### src/rtl/packet_inject_arbiter.sv
// Round-robin arbiter sharing one NoC router injection port between NUM_PE
// packetizers, with one-packet-per-PE-per-timestep enforcement.
//
// Ports:
//   clk, reset  : clock and synchronous active-high reset
//   req_valid   : per-PE packet valid            [NUM_PE]
//   req_packet  : per-PE packet, PE i at [i*PW +: PW]
//   req_ready   : per-PE accept (one-hot or zero)
//   out_valid   : registered packet valid toward the router
//   out_packet  : registered packet toward the router [PW]
//   out_ready   : router accept
//   cur_ts      : current timestep bit
//   ts_done     : one-cycle pulse when every PE has injected for cur_ts
//   err_node    : sticky, a granted packet's pe_node did not match its PE

module packet_inject_arbiter #(
    parameter  int FILTER_WIDTH = 8,
    parameter  int NUM_PE       = 4,
    localparam int PW           = 9 + 3 * FILTER_WIDTH
) (
    input  logic                 clk,
    input  logic                 reset,
    input  logic [NUM_PE-1:0]    req_valid,
    input  logic [NUM_PE*PW-1:0] req_packet,
    output logic [NUM_PE-1:0]    req_ready,
    output logic                 out_valid,
    output logic [PW-1:0]        out_packet,
    input  logic                 out_ready,
    output logic                 cur_ts,
    output logic                 ts_done,
    output logic                 err_node
);

    typedef enum logic {
        EMPTY = 1'b0,
        FULL  = 1'b1
    } state_t;

    state_t            state;
    state_t            state_nx;
    logic [NUM_PE-1:0] sent_mask;
    logic [1:0]        rr_ptr;

    logic [NUM_PE-1:0] elig;
    logic [3:0]        elig_pad;
    logic              found;
    logic [1:0]        win;
    logic [1:0]        rr_nx;
    logic [PW-1:0]     win_packet;
    logic              accept;
    logic              slot_open;
    logic              grant;
    int                cand;

    // A PE may inject once per timestep, and only a packet stamped
    // with the current timestep.
    always_comb begin
        elig = '0;
        for (int i = 0; i < NUM_PE; i++) begin
            elig[i] = req_valid[i] && !sent_mask[i]
                      && (req_packet[i*PW + 5] == cur_ts);
        end
    end

    always_comb begin
        elig_pad               = '0;
        elig_pad[NUM_PE-1:0]   = elig;
    end

    // Round-robin search starting at rr_ptr with wrap.
    always_comb begin
        found = 1'b0;
        win   = '0;
        rr_nx = '0;
        cand  = 0;
        for (int k = 0; k < NUM_PE; k++) begin
            cand = int'(rr_ptr) + k;
            if (cand >= NUM_PE) begin
                cand = cand - NUM_PE;
            end
            if (!found && elig_pad[2'(cand)]) begin
                found = 1'b1;
                win   = 2'(cand);
                if (cand == NUM_PE - 1) begin
                    rr_nx = '0;
                end else begin
                    rr_nx = 2'(cand + 1);
                end
            end
        end
    end

    always_comb begin
        win_packet = '0;
        for (int i = 0; i < NUM_PE; i++) begin
            if (win == 2'(i)) begin
                win_packet = req_packet[i*PW +: PW];
            end
        end
    end

    // The output slot can take a new packet when empty, or when the
    // held packet leaves this cycle (zero-bubble hand-off).
    assign out_valid = (state == FULL);
    assign accept    = (state == FULL) && out_ready;
    assign slot_open = (state == EMPTY) || out_ready;
    assign grant     = found && slot_open && !reset;

    assign req_ready = grant ? (NUM_PE'(1) << win) : '0;

    // Completion is counted at router acceptance: the mask is full only
    // after the last PE was granted, and its packet is the one leaving.
    assign ts_done = accept && (&sent_mask) && !reset;

    always_comb begin
        state_nx = state;
        unique case (state)
            EMPTY: begin
                if (grant) begin
                    state_nx = FULL;
                end
            end
            FULL: begin
                if (accept) begin
                    state_nx = grant ? FULL : EMPTY;
                end
            end
            default: state_nx = EMPTY;
        endcase
    end

    always_ff @(posedge clk) begin
        if (reset) begin
            state      <= EMPTY;
            out_packet <= '0;
            cur_ts     <= 1'b0;
            err_node   <= 1'b0;
            sent_mask  <= '0;
            rr_ptr     <= '0;
        end else begin
            state <= state_nx;
            if (grant) begin
                out_packet <= win_packet;
                rr_ptr     <= rr_nx;
                if (win_packet[11:10] != win) begin
                    err_node <= 1'b1;
                end
            end
            // A grant cannot coincide with ts_done: the mask is full.
            if (ts_done) begin
                cur_ts    <= ~cur_ts;
                sent_mask <= '0;
            end else if (grant) begin
                sent_mask <= sent_mask | req_ready;
            end
        end
    end

endmodule
### config.mk
export PLATFORM = sky130hd
export DESIGN_NAME = packet_inject_arbiter
export DESIGN_NICKNAME = d
export VERILOG_FILES = /design/src/rtl/packet_inject_arbiter.sv
export SDC_FILE = /design/constraint.sdc
export NUM_CORES = 1
export LEC_CHECK = 0
export CAP_MARGIN = 20
export CORE_ASPECT_RATIO = 0.75
export CORE_MARGIN = 4
export CORE_UTILIZATION = 42
export DETAILED_ROUTE_END_ITERATION = 8
export PLACE_DENSITY = 0.86
export SYNTH_ARGS = -nofsm -noshare
export SYNTH_HDL_FRONTEND = slang
export SYNTH_SLANG_ARGS = --single-unit
### constraint.sdc
create_clock -name clk -period 6.2 [get_ports clk]
set_input_delay 0.62 -clock clk [delete_from_list [all_inputs] [get_ports clk]]
set_output_delay 0.62 -clock clk [all_outputs]
set_load 0.01 [all_outputs]
==> highlights.md <==
### Logic synthesis
* **cell total in the yosys stat output** 362
* **synthesized net count** 505
* **count of warnings emitted by yosys** 0
* **mean area per synthesized cell** 8.824 um^2
* **yosys stat chip area** 3194 um^2
* **cell types with the largest area share after synthesis** dfxtp_1 26%, a2111oi_2 7.5%, a32o_1 6.9%
* **largest area contributor in the netlist** dfxtp_1
* **main flop type after synthesis** dfxtp_1
* **number of flops mapped to enable cells by yosys** 0
* **Distinct lib cells used** 51
* **netlist area before placement** 3194 um^2
* **Synth top area share** 0.2632
* **Post-Syn Instances** 362
* **Post-synth ARST share** 0
* **number of register bits inferred by synthesis** 42
* **post-synthesis sequential area ratio** 0.2632

### Timing
* **Worst Max-Slew Pin Slew** 0.7936 ns
* **Slew Limit Fails** 0
* **Peak Freq** 0.2349 GHz
* **smallest setup slack after layout** 1.943 ns
* **final period demand of the worst path** 4.257 ns
* **Hold Slack** 0.4935 ns
* **Setup TNS** 0 ns
* **total count of hold-check failures in the final report** 0
* **Max-Slew Margin vs Limit** 0.4709
* **final setup skew** 0.01122 ns
* **share of the cycle needed by the critical path after routing** 0.6866
* **setup repair after global routing missed its margin** no
* **final number of setup-violating endpoints** 0

### Pwr
* **Seq pwr share** 0.305
* **sw power** 0.5056 mW
* **Design Power** 1.274 mW
* **combinational cell fraction of total power** 0.551
* **VDD IR-drop max** 150.1 uV
* **power density over cell area** 249.5 nW/um^2
* **leakage component of the power** 1.974 nW
* **Switching Share** 0.3969
* **P_int** 0.7683 mW
* **fraction of power consumed by the clock network** 0.144

### Worst hold path
* **worst min path class** flip-flop to flip-flop
* **worst hold start** out_packet[22]
* **endpoint of the worst hold path** out_packet[22]
* **number of stages on the worst hold path** 2

### Floorplan
* **die footprint** 9079 um^2
* **Die Span Y** 83.53 um
* **number of rows in the core area** 27
* **DIE WIDTH** 108.7 um
* **Initial Utilization** 0.4337
* **count of boundary I/O pins** 180

### CTS
* **number of clock buffers inserted by TritonCTS** 5
* **clock insertion delay at the later pin of the skew report** 0.29 ns
* **Longest Clk Path Bufs** 2
* **number of hold-repair buffers added at the cts stage** 0
* **H-tree levels** 2
* **cell at the root of the clock tree** clkbuf_8
* **CTS tree** yes
* **Sinks on Clock Net** 42
* **Reg clk slew, reported paths** 0.09 ns
* **number of buffers inserted by post-CTS setup repair** 0
* **# resized after CTS** 0

### Worst setup path
* **maximum fanout along the worst path** 25
* **crit start category** primary input
* **data required time of the worst path** 5.58 ns
* **worst reg2reg path endpoint** out_packet[2]
* **depth of the worst register-to-register path** 9
* **critical path endpoint category** primary output
* **r2r startpoint** rr_ptr[1]
* **critical path start-end classification** primary input to primary output
* **Register-to-Register Setup Slack** 2.53 ns
* **WP data arrival** 3.64 ns

### Cells and area
* **ant diodes** 0
* **most common logic cells in the final layout** 179 x clkdlybuf4s50_1, 42 x dfxtp_1, 32 x nor2_1
* **area delta synth->final** 59.85%
* **layout cells sized above 1** 0.08795
* **highest-count logic cell in the final layout** clkdlybuf4s50_1
* **count of nets after finishing** 665

### Status
* **result of the run** complete, no violations

### GRT
* **number of global-route vias before repair** 3775
* **pin count of the biggest net entering global routing** 64
* **Overflow after GRT** 0
* **overall routing resource usage** 0.2596
* **number of antenna violations at the first check in global routing** 0
* **global-route wire length before repair** 19.02 mm

### Routing
* **detailed-route DRC error count** 0
* **WL per Instance** 19.35 um
* **overall via count from detail_route** 3709
* **post-detailed-route count of antenna-violating nets** 0
* **detailed-route wire length** 12.08 mm
* **router iterations before antenna repair** 5
* **average via count per standard cell** 5.944
* **initial drt markers** 207

### Place
* **number of input and output port buffers inserted** 179
* **detailed-placement wirelength estimate** 8.939 mm
* **dpl ws** 1.965 ns
* **last weighted congestion value of the routability-driven placer** 0.9465

### Run
* **number of warnings in the stage logs** 29
* **max_cap viols** 0

## worst max-delay path by stage
stage,startpoint,endpoint,slack (ns),depth (start not counted)
final,req_packet[104],req_ready[1],1.94,8
after global routing,req_packet[71],req_ready[0],1.77,7
after CTS,req_packet[5],req_ready[1],1.96,8
after detailed placement,req_packet[5],req_ready[1],1.97,8
after global placement,req_packet[5],req_ready[0],2.05,8
after floorplan,req_packet[5],req_ready[0],2.89,9
## state kept, by name, summed over array words and instances, names as in the netlist
name / flops
sent_mask: 4
rr_ptr: 2
out_valid: 1
cur_ts: 1
err_node: 1
out_packet: 33
## cells in the mapped netlist, drive strengths merged, types with 2 or more instances
master and instances:
nor3 2, a41oi 2, a21o 2, mux4 7
dfxtp 42, o22ai 2, mux2i 16, o2111ai 2
xnor2 4, or2 2, nor2b 3, nand2b 4
ha 4, a32o 22, nand2 26, o21ai 4
buf 11, a32oi 8, a21oi 3, clkbuf 22
nand3 4, a211o 22, o211ai 13, a2111oi 22
a211oi 24, nor2 33, inv 27, and3 7
and2 3, o21a 5, xor2 2
## per-layer routing
layer / up-vias / GRT usage / share of wire
met1: 1751 / 0.3235 / 0.40
li1: 1741 / - / -
met3: 25 / 0.07579 / 0.096
met4: 0 / 0.06078 / 0.020
met5: - / 0 / 0
met2: 192 / 0.4391 / 0.48
## power by group through the flow
stage | combinational, mW | clock [mW] | sequential, mW
3_3_place_gp | 0.686 | 0 | 0.392
3_5_place_dp | 0.703 | 0 | 0.394
5_1_grt | 0.757 | 0.199 | 0.399
2_1_floorplan | 0.378 | 0 | 0.415
6_report | 0.702 | 0.183 | 0.389
4_1_cts | 0.705 | 0.190 | 0.388
## logic make-up (layout without fill, tap and decap cells)
family                     count (synthesis)  in the layout  synth area share
muxes                                     23             23           0.09949
and+or+nand+nor                           87             87            0.1226
DFF                                       42             42            0.2632
xor gates and xnor gates                   6              6           0.01645
AOI/OAI and AO/OA                        140            140            0.4007
adders and majority gates                  4              4           0.01567
buffers and inverters                     60            221           0.08186
## through the flow
stage,instances,util,area (um^2)
after floorplan,362,-,3194
after global placement,616,0.6816,5020
after detailed placement,616,0.6816,5020
after CTS,624,0.6933,5106
after global routing,624,0.6933,5106
final,624,0.6933,5106
## final cells by class
cell class / instances / area, um^2
Timing Repair Buffer: 186 / 1844
Inverter: 27 / 101.3
Tap cell: 101 / 126.4
Sequential cell: 42 / 840.8
Multi-Input combinational cell: 260 / 2107
Fill cell: 604 / 2258
Clock buffer: 6 / 72.57
Clock inverter: 2 / 13.76
## worst max-delay path: stages
cell and delay [ns]:
clkdlybuf4s50_1 0.45, xnor2_1 0.27, nand2_1 0.22, mux4_2 0.55, o2111a_2 0.49, a21oi_2 0.40
nor2_1 0.12, clkdlybuf4s50_1 0.50
### Power grid

Pins as bars on the die edge. Tap cells in grey.
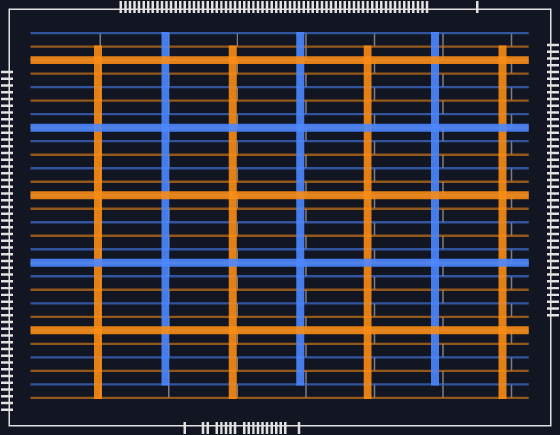
colour	net
blue	VDD
orange	VSS
met1 rails	28
met5 straps	5
rows	27

### Clock network drawn from the DEF

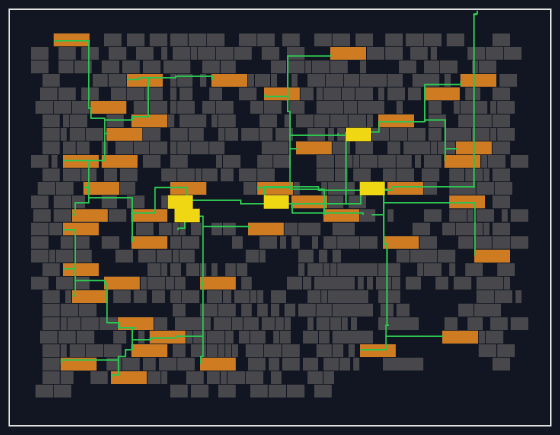
[yellow] clock drivers | count: 5
[orange] flip-flops | count: 42
[green] clock wires | length: 623 um
flops lie	all over the die

### Cell placement

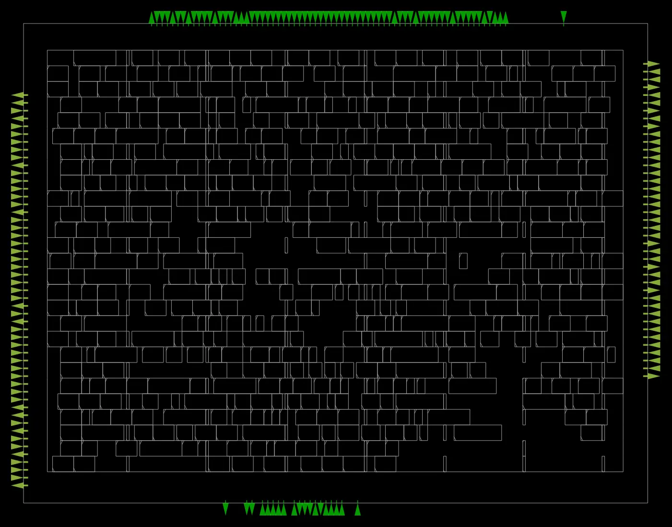
Layout Utilization: 0.6933
non-filler cells, final: 624
number of fillers in the final layout: 604
Seq area share: 0.1647
Core Box Area: 7365 um^2

### Cell classes on the final placement

Scale bar: 20 um. Fill, decap, tap and diode cells in grey.
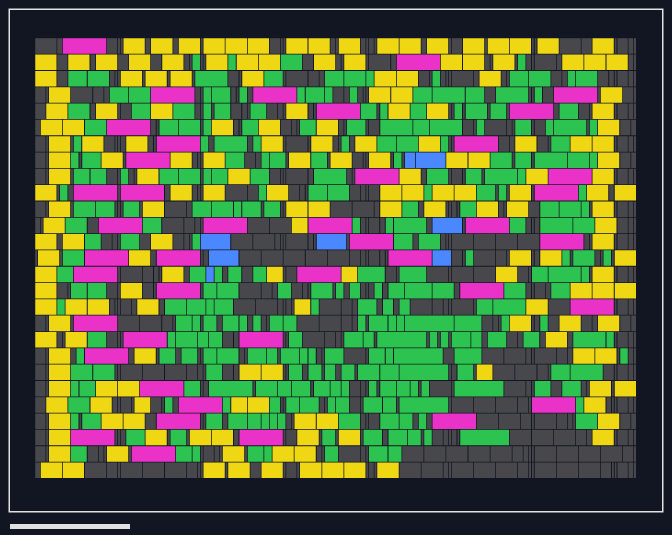
colour	class	cells	share of their area
blue	clock drivers and dummy loads	8	1.7%
yellow	remaining buffers and delay cells	186	37%
magenta	sequential cells	42	17%
green	combinational and other logic	287	44%

### Met2 routing

Scale bar: 20 um.
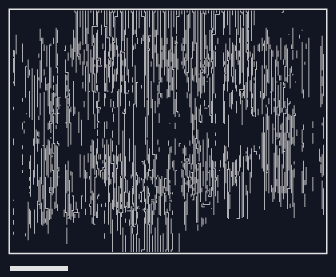
nets with wire on the layer	572
share of all routed wire	48%

Power figures rest on the tool's default switching activity, not on a simulated workload.
